--- src/rtl/pulso_timer_if.sv ---
// rtl/pulso_timer_if.sv - control and status bundle for the pulso_timer
interface pulso_timer_if #(
  parameter int WIDTH = 18
);
  logic             OP;
  logic             En;
  logic [WIDTH-1:0] Period;
  logic [1:0]       Mode;
  logic             Mo;
  logic             Pulse;
  logic             Busy;
  logic [WIDTH-1:0] Count;

  modport master (
    output OP, En, Period, Mode,
    input  Mo, Pulse, Busy, Count
  );

  modport slave (
    input  OP, En, Period, Mode,
    output Mo, Pulse, Busy, Count
  );
endinterface

--- src/rtl/pulso_timer.sv ---
// rtl/pulso_timer.sv - synchronous pulse delay timer with one-shot and periodic modes
module pulso_timer #(
  parameter int WIDTH    = 18,
  parameter int DEF_MODE = 0
) (
  input  logic         Clk,
  input  logic         Rst_n,
  pulso_timer_if.slave bus
);

  typedef enum logic [1:0] {IDLE, ARM, RUN, DONE} state_t;

  state_t           state_q, state_d;
  logic [WIDTH-1:0] count_q, count_d;
  logic [WIDTH-1:0] preg_q, preg_d;
  logic [1:0]       mreg_q, mreg_d;
  logic             mo_q, mo_d;
  logic             pulse_q, pulse_d;
  logic             busy_q;
  logic [WIDTH-1:0] period_eff;
  logic             terminal;

  // DEF_MODE only documents the integration tie-off; Mode is two bits wide,
  // so anything outside 0..3 could never be tied to the port.
  if (DEF_MODE < 0 || DEF_MODE > 3) begin : g_def_mode_out_of_range
  end

  // A zero terminal count would never be reached, so it is promoted to one.
  assign period_eff = (bus.Period == '0) ? WIDTH'(1) : bus.Period;
  assign terminal   = bus.En && (count_q == preg_q - WIDTH'(1));

  // Next-state and output decode; OP high always wins over a terminal edge.
  always_comb begin
    state_d = state_q;
    count_d = count_q;
    preg_d  = preg_q;
    mreg_d  = mreg_q;
    mo_d    = mo_q;
    pulse_d = 1'b0;
    unique case (state_q)
      IDLE: begin
        if (bus.OP) begin
          state_d = ARM;
          count_d = '0;
          mo_d    = 1'b0;
        end
      end
      ARM: begin
        count_d = '0;
        mo_d    = 1'b0;
        if (!bus.OP) begin
          state_d = RUN;
          preg_d  = period_eff;
          mreg_d  = bus.Mode;
        end
      end
      RUN: begin
        if (bus.OP) begin
          state_d = ARM;
          count_d = '0;
          mo_d    = 1'b0;
        end else if (terminal) begin
          pulse_d = 1'b1;
          unique case (mreg_q)
            2'd1: begin
              state_d = IDLE;
              count_d = '0;
            end
            2'd2: begin
              count_d = '0;
              preg_d  = period_eff;
            end
            default: begin
              state_d = DONE;
              count_d = preg_q;
              mo_d    = 1'b1;
            end
          endcase
        end else if (bus.En) begin
          count_d = count_q + WIDTH'(1);
        end
      end
      DONE: begin
        if (bus.OP) begin
          state_d = ARM;
          count_d = '0;
          mo_d    = 1'b0;
        end
      end
      default: state_d = IDLE;
    endcase
  end

  // State and output registers; reset overrides everything, including mid-count.
  always_ff @(posedge Clk) begin
    if (!Rst_n) begin
      state_q <= IDLE;
      count_q <= '0;
      preg_q  <= '0;
      mreg_q  <= 2'd0;
      mo_q    <= 1'b0;
      pulse_q <= 1'b0;
      busy_q  <= 1'b0;
    end else begin
      state_q <= state_d;
      count_q <= count_d;
      preg_q  <= preg_d;
      mreg_q  <= mreg_d;
      mo_q    <= mo_d;
      pulse_q <= pulse_d;
      busy_q  <= (state_d == RUN);
    end
  end

  assign bus.Count = count_q;
  assign bus.Mo    = mo_q;
  assign bus.Pulse = pulse_q;
  assign bus.Busy  = busy_q;

endmodule

--- src/flat_wrapper.sv ---
// flat-port wrapper written by rule: the top's interface ports become plain ports
module pulso_timer_flat 
#(
  parameter int WIDTH    = 18,
  parameter int DEF_MODE = 0
)
  (Clk, Rst_n, bus_OP, bus_En, bus_Period, bus_Mode, bus_Mo, bus_Pulse, bus_Busy, bus_Count);
  pulso_timer_if #(.WIDTH(WIDTH)) bus_i ();
  input  logic Clk;
  input  logic Rst_n;
  input wire logic [$bits(bus_i.OP)-1:0] bus_OP;
  input wire logic [$bits(bus_i.En)-1:0] bus_En;
  input wire logic [$bits(bus_i.Period)-1:0] bus_Period;
  input wire logic [$bits(bus_i.Mode)-1:0] bus_Mode;
  output wire logic [$bits(bus_i.Mo)-1:0] bus_Mo;
  output wire logic [$bits(bus_i.Pulse)-1:0] bus_Pulse;
  output wire logic [$bits(bus_i.Busy)-1:0] bus_Busy;
  output wire logic [$bits(bus_i.Count)-1:0] bus_Count;
  assign bus_i.OP = bus_OP;
  assign bus_i.En = bus_En;
  assign bus_i.Period = bus_Period;
  assign bus_i.Mode = bus_Mode;
  assign bus_Mo = bus_i.Mo;
  assign bus_Pulse = bus_i.Pulse;
  assign bus_Busy = bus_i.Busy;
  assign bus_Count = bus_i.Count;
  pulso_timer #(.WIDTH(WIDTH), .DEF_MODE(DEF_MODE)) u_core (.Clk(Clk), .Rst_n(Rst_n), .bus(bus_i));
endmodule
--- config.mk ---
export PLATFORM = sky130hd
export DESIGN_NAME = pulso_timer_flat
export DESIGN_NICKNAME = d
export VERILOG_FILES = /design/src/rtl/pulso_timer_if.sv /design/src/rtl/pulso_timer.sv /design/src/flat_wrapper.sv
export SDC_FILE = /design/constraint.sdc
export NUM_CORES = 1
export LEC_CHECK = 0
export CAP_MARGIN = 30
export CELL_PAD_IN_SITES_DETAIL_PLACEMENT = 0
export CELL_PAD_IN_SITES_GLOBAL_PLACEMENT = 1
export CORE_MARGIN = 2
export CORE_UTILIZATION = 46
export CTS_BUF_LIST = sky130_fd_sc_hd__clkbuf_8
export DETAILED_ROUTE_END_ITERATION = 16
export HOLD_SLACK_MARGIN = 0.1
export PLACE_DENSITY = 0.89
export SLEW_MARGIN = 20
export SYNTH_ARGS = -nofsm -noshare
export SYNTH_HDL_FRONTEND = slang
export SYNTH_SLANG_ARGS = --single-unit
--- constraint.sdc ---
create_clock -name Clk -period 6.3 [get_ports Clk]
set_clock_uncertainty 0.05 [all_clocks]
set_input_delay 0.945 -clock Clk [delete_from_list [all_inputs] [get_ports Clk]]
set_output_delay 0.945 -clock Clk [all_outputs]
set_load 0.005 [all_outputs]
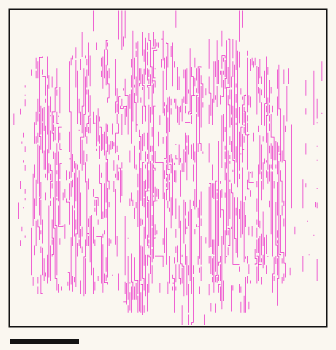
run_1/met2.png
Bar = 20 µm.
418 nets have wire on it. The wires run mostly vertical. The layer holds 45% of the routed length.

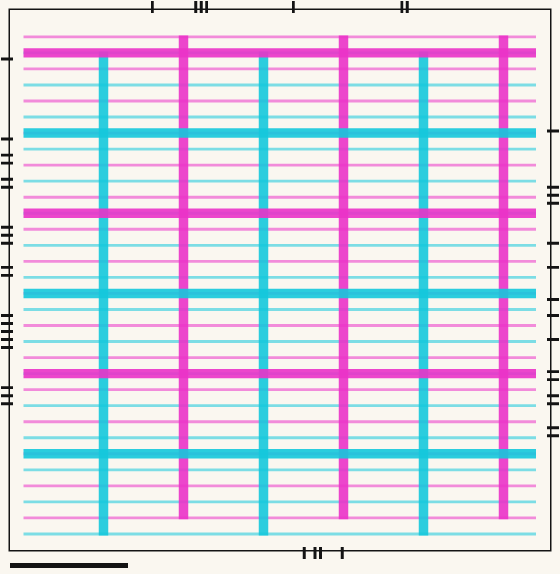
run_1/pdn.png
Bar = 20 µm. Pins as bars on the die edge.
Cyan marks VSS. Magenta marks VDD.
6 straps on met5. The core has 31 rows.
Die X-Extent: 91.6 µm
VDD IR-drop max: 0.0879 mV

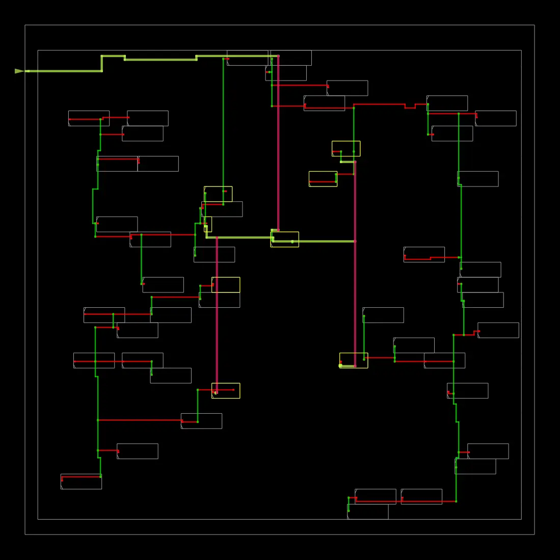
run_1/final_clocks.png
CTS sink cnt: 43
clock latency on the worst-skew pair: 310 ps

==> run notes, run 1 <==
## Final layout
- **area used by sequential logic in the layout** 861 µm²
- **number of clock buffer instances in the layout** 7
- **diodes inserted** 0
- **register fraction of the total cell area** 0.211
- **fraction of area in non-clock buffers** 0.122

## Worst hold path
- **Worst Min Path Start** u_core.bus.Mo$_SDFFE_PN0P_

## Global route
- **via count of the first global-routing pass** 3514
- **pin count of the biggest net entering global routing** 76
- **met2 usage** 0.395

## Placement
- **count of buffers from port buffering** 44
- **post-detail-place hpwl** 7290 µm
- **Cells after DPL** 573

## Logic synthesis
- **Adder Share, Synth** 0.0213
- **Post-synth top flop** sky130_fd_sc_hd__dfxtp_1
- **total of flip-flops plus latches after synthesis** 43
- **cell with the most instances after synthesis** sky130_fd_sc_hd__clkbuf_1
- **flip-flops with a built-in enable** 0
- **share of flip-flops with an asynchronous set or reset after synthesis** 0
- **multiplexer area fraction after synthesis** 0.0284
- **Top cell area share** 0.244
- **top cells by count** 44 x sky130_fd_sc_hd__clkbuf_1, 43 x sky130_fd_sc_hd__dfxtp_1, 40 x sky130_fd_sc_hd__nand2_1

## STA
- **Max Transition Viols Final** 0
- **post-layout period usage of the worst path** 0.612
- **Final Critical Period** 3860 ps
- **setup repair after global routing missed its margin** false

## Critical path
- **maximum fanout encountered on the critical timing path** 26
- **kind of start point of the critical path** flip-flop
- **largest stage delay on the critical path** 640 ps
- **path type of the worst setup path** flip-flop to flip-flop
- **CP Launch Point** u_core.preg_q[0]$_SDFFE_PN0P_
- **type of element capturing the critical path** flip-flop

## Clock tree
- **hold bufs inserted after CTS** 0
- **cell chosen for the clock root** sky130_fd_sc_hd__clkbuf_8
- **setup bufs post-CTS** 0

## Run status
- **result of the run** completed

## Route
- **total length of routed met3 wires** 517 µm
- **wire length per cell after detailed routing** 17.9 µm
- **drt drc** 0
- **highest metal used** met4

## Run
- **total tool warning count** 28
- **max cap viols** 0

## Floorplan
- **Tapcell Cnt** 99

## Power and ir drop
- **power density of the placed cells** 211 nW/µm²
- **Flop+latch power** 319 µW

==> run 1: placed cells by master, fill, tap and decap left out, drive strengths merged, types with 4 or more instances in the layout <==
cell type / count
nand3: 33
nand4b: 4
nor2b: 8
a31oi: 4
or4: 5
nor4: 9
nand4: 24
o31ai: 9
o211ai: 21
dfxtp: 43
nor2: 19
a2111oi: 6
ha: 6
clkbuf: 7
xor2: 9
xnor2: 10
a21oi: 7
a41oi: 19
clkdlybuf4s50: 43
inv: 16
and3: 21
a22o: 11
nor3: 20
nand2: 40
buf: 6
mux2i: 10
o21ai: 33
or2: 6
--- run 2 (diff from run 1) ---
--- a/config.mk
+++ b/config.mk
@@ -9,11 +9,11 @@
 export CELL_PAD_IN_SITES_DETAIL_PLACEMENT = 0
 export CELL_PAD_IN_SITES_GLOBAL_PLACEMENT = 1
 export CORE_MARGIN = 2
-export CORE_UTILIZATION = 46
+export CORE_UTILIZATION = 38
 export CTS_BUF_LIST = sky130_fd_sc_hd__clkbuf_8
 export DETAILED_ROUTE_END_ITERATION = 16
 export HOLD_SLACK_MARGIN = 0.1
-export PLACE_DENSITY = 0.89
+export PLACE_DENSITY = 0.79
 export SLEW_MARGIN = 20
 export SYNTH_ARGS = -nofsm -noshare
 export SYNTH_HDL_FRONTEND = slang
==> constraint.sdc (replaced) <==
create_clock -name Clk -period 3.3 [get_ports Clk]
set_clock_uncertainty 0.05 [all_clocks]
set_input_delay 0.495 -clock Clk [delete_from_list [all_inputs] [get_ports Clk]]
set_output_delay 0.495 -clock Clk [all_outputs]
set_load 0.005 [all_outputs]
==> run 2 against run 1 <==
Compared with the run above:
- cell count is 5.5% higher
- sequential power is 81% higher
- critical path depth fell by 4
==> run notes, run 2 <==
## Power and ir drop
- **power drawn by the combinational cells** 766 µW
- **power spent charging and discharging nets** 674 µW
- **leakage power figure** 1.50 nW
- **VDD IR-drop max** 0.185 mV, +110%
- **Int Pwr** 1.03 mW
- **power density of the placed cells** 398 nW/µm², +89%
- **Flop+latch power** 578 µW, +81%

## Logic synthesis
- **Post-synth top flop** sky130_fd_sc_hd__dfxtp_1
- **Top cell area share** 0.244, unchanged
- **cell with the most instances after synthesis** sky130_fd_sc_hd__clkbuf_1
- **yosys stat cell total** 473
- **total nets after synthesis** 503
- **number of instances in the synthesized netlist** 473
- **top cells by count** 44 x sky130_fd_sc_hd__clkbuf_1, 43 x sky130_fd_sc_hd__dfxtp_1, 40 x sky130_fd_sc_hd__nand2_1
- **share of flip-flops with an asynchronous set or reset after synthesis** 0, unchanged
- **total of flip-flops plus latches after synthesis** 43, unchanged
- **flip-flops with a built-in enable** 0, unchanged
- **area reported by Yosys stat** 3530 µm²

## Global route
- **met1 capacity usage during global routing** 0.310
- **global-route track usage on met3** 0.0272
- **global-route congestion overflow total** 0
- **aggregate global-route resource usage** 0.212
- **via count of the first global-routing pass** 3510, -0.11%
- **pin count of the biggest net entering global routing** 75, -1.3%
- **wire length of the first global-routing pass** 17400 µm

## Final layout
- **diodes inserted** 0, unchanged
- **most used cells in the layout excluding fill and tap cells** 43 x sky130_fd_sc_hd__clkdlybuf4s50_1, 43 x sky130_fd_sc_hd__dfxtp_1, 40 x sky130_fd_sc_hd__nand2_1, 33 x sky130_fd_sc_hd__nand3_1, 31 x sky130_fd_sc_hd__o21ai_0
- **area used by sequential logic in the layout** 861 µm², unchanged
- **final cell count without fillers** 614
- **Layout fillers** 910

## Run status
- **result of the run** completed

## Worst hold path
- **number of stages on the worst hold path** 2
- **Worst Min Path Start** u_core.bus.Mo$_SDFFE_PN0P_

## STA
- **Final Critical Period** 3210 ps, -649 ps
- **number of endpoints with negative hold slack in the final report** 0
- **Max Transition Viols Final** 0, unchanged
- **post-layout period usage of the worst path** 0.972, +0.360

## Clock tree
- **setup bufs post-CTS** 0, unchanged
- **CTS sink cnt** 43, unchanged
- **post-CTS clock slew at the launch and capture registers of the worst setup and hold paths** 90 ps
- **clock latency on the worst-skew pair** 300 ps, about the same
- **deepest level of the CTS H-tree** 2
- **cell chosen for the clock root** sky130_fd_sc_hd__clkbuf_8

## Floorplan
- **Die X-Extent** 100 µm, +9.6%
- **Top Ports** 45
- **core area** 9110 µm²
- **Chip Footprint** 10100 µm²

## Run
- **max cap viols** 0, unchanged
- **total tool warning count** 28, unchanged

## Placement
- **Cells after DPL** 607, +5.9%
- **post-detail-place hpwl** 7540 µm, +3.4%
- **count of buffers from port buffering** 44, unchanged

## Route
- **total length of routed met3 wires** 553 µm, +7.0%
- **wire length per cell after detailed routing** 17.2 µm, -4.0%
- **drt drc** 0, unchanged
- **Metal-1 WL** 5160 µm
- **highest metal used** met4

## Critical path
- **maximum fanout encountered on the critical timing path** 10, -62%
- **slack of the worst reg-to-reg path** 90 ps
- **series of cell instances along the critical path** or4_1 > nor4b_1 > o211ai_1 > a2111o_1 > or3_4 > nand4b_1 > and3_1
- **path type of the worst setup path** flip-flop to flip-flop
- **type of element capturing the critical path** flip-flop
- **CP Launch Point** u_core.preg_q[9]$_SDFFE_PN0P_
- **largest stage delay on the critical path** 640 ps, about the same
- **kind of start point of the critical path** flip-flop

==> run 2: timing repair <==
item | 4_1_cts | 5_1_grt
gates resized | 0 | 7
hold endpoints to repair | 0 | 0
setup endpoints to repair | 0 | 37
hold buffers | 0 | 0
==> run 2: logic make-up after synthesis <==
group           Yosys count  synth area share
simple gates            202             0.315
compound gates          131             0.276
buf+inv                  62            0.0677
flops                    43             0.244
xor+xnor                 19            0.0471
mux                      10            0.0284
fa+ha+maj                 6            0.0213
==> run 2: cell type report <==
type                    instances  share of cell area
multi-input cells             368               0.582
repair buffers                 70               0.151
clock inverters                 1             0.00117
clock buffers                   6              0.0193
flip-flops and latches         43               0.201
inverters                      15              0.0132
well taps                     111              0.0325
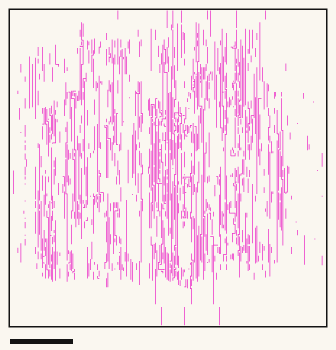
run_2/met2.png
Bar = 20 µm.
The layer carries 4680 µm of wire. The longest straight run is 45.2 µm. The wires run mostly vertical. 420 nets have wire on it. The layer holds 44% of the routed length.
met2 usage: 0.321
total detailed-routing wirelength: 10500 µm
via count: 3809

No activity file was given, so power comes from the tool's default toggle rates.
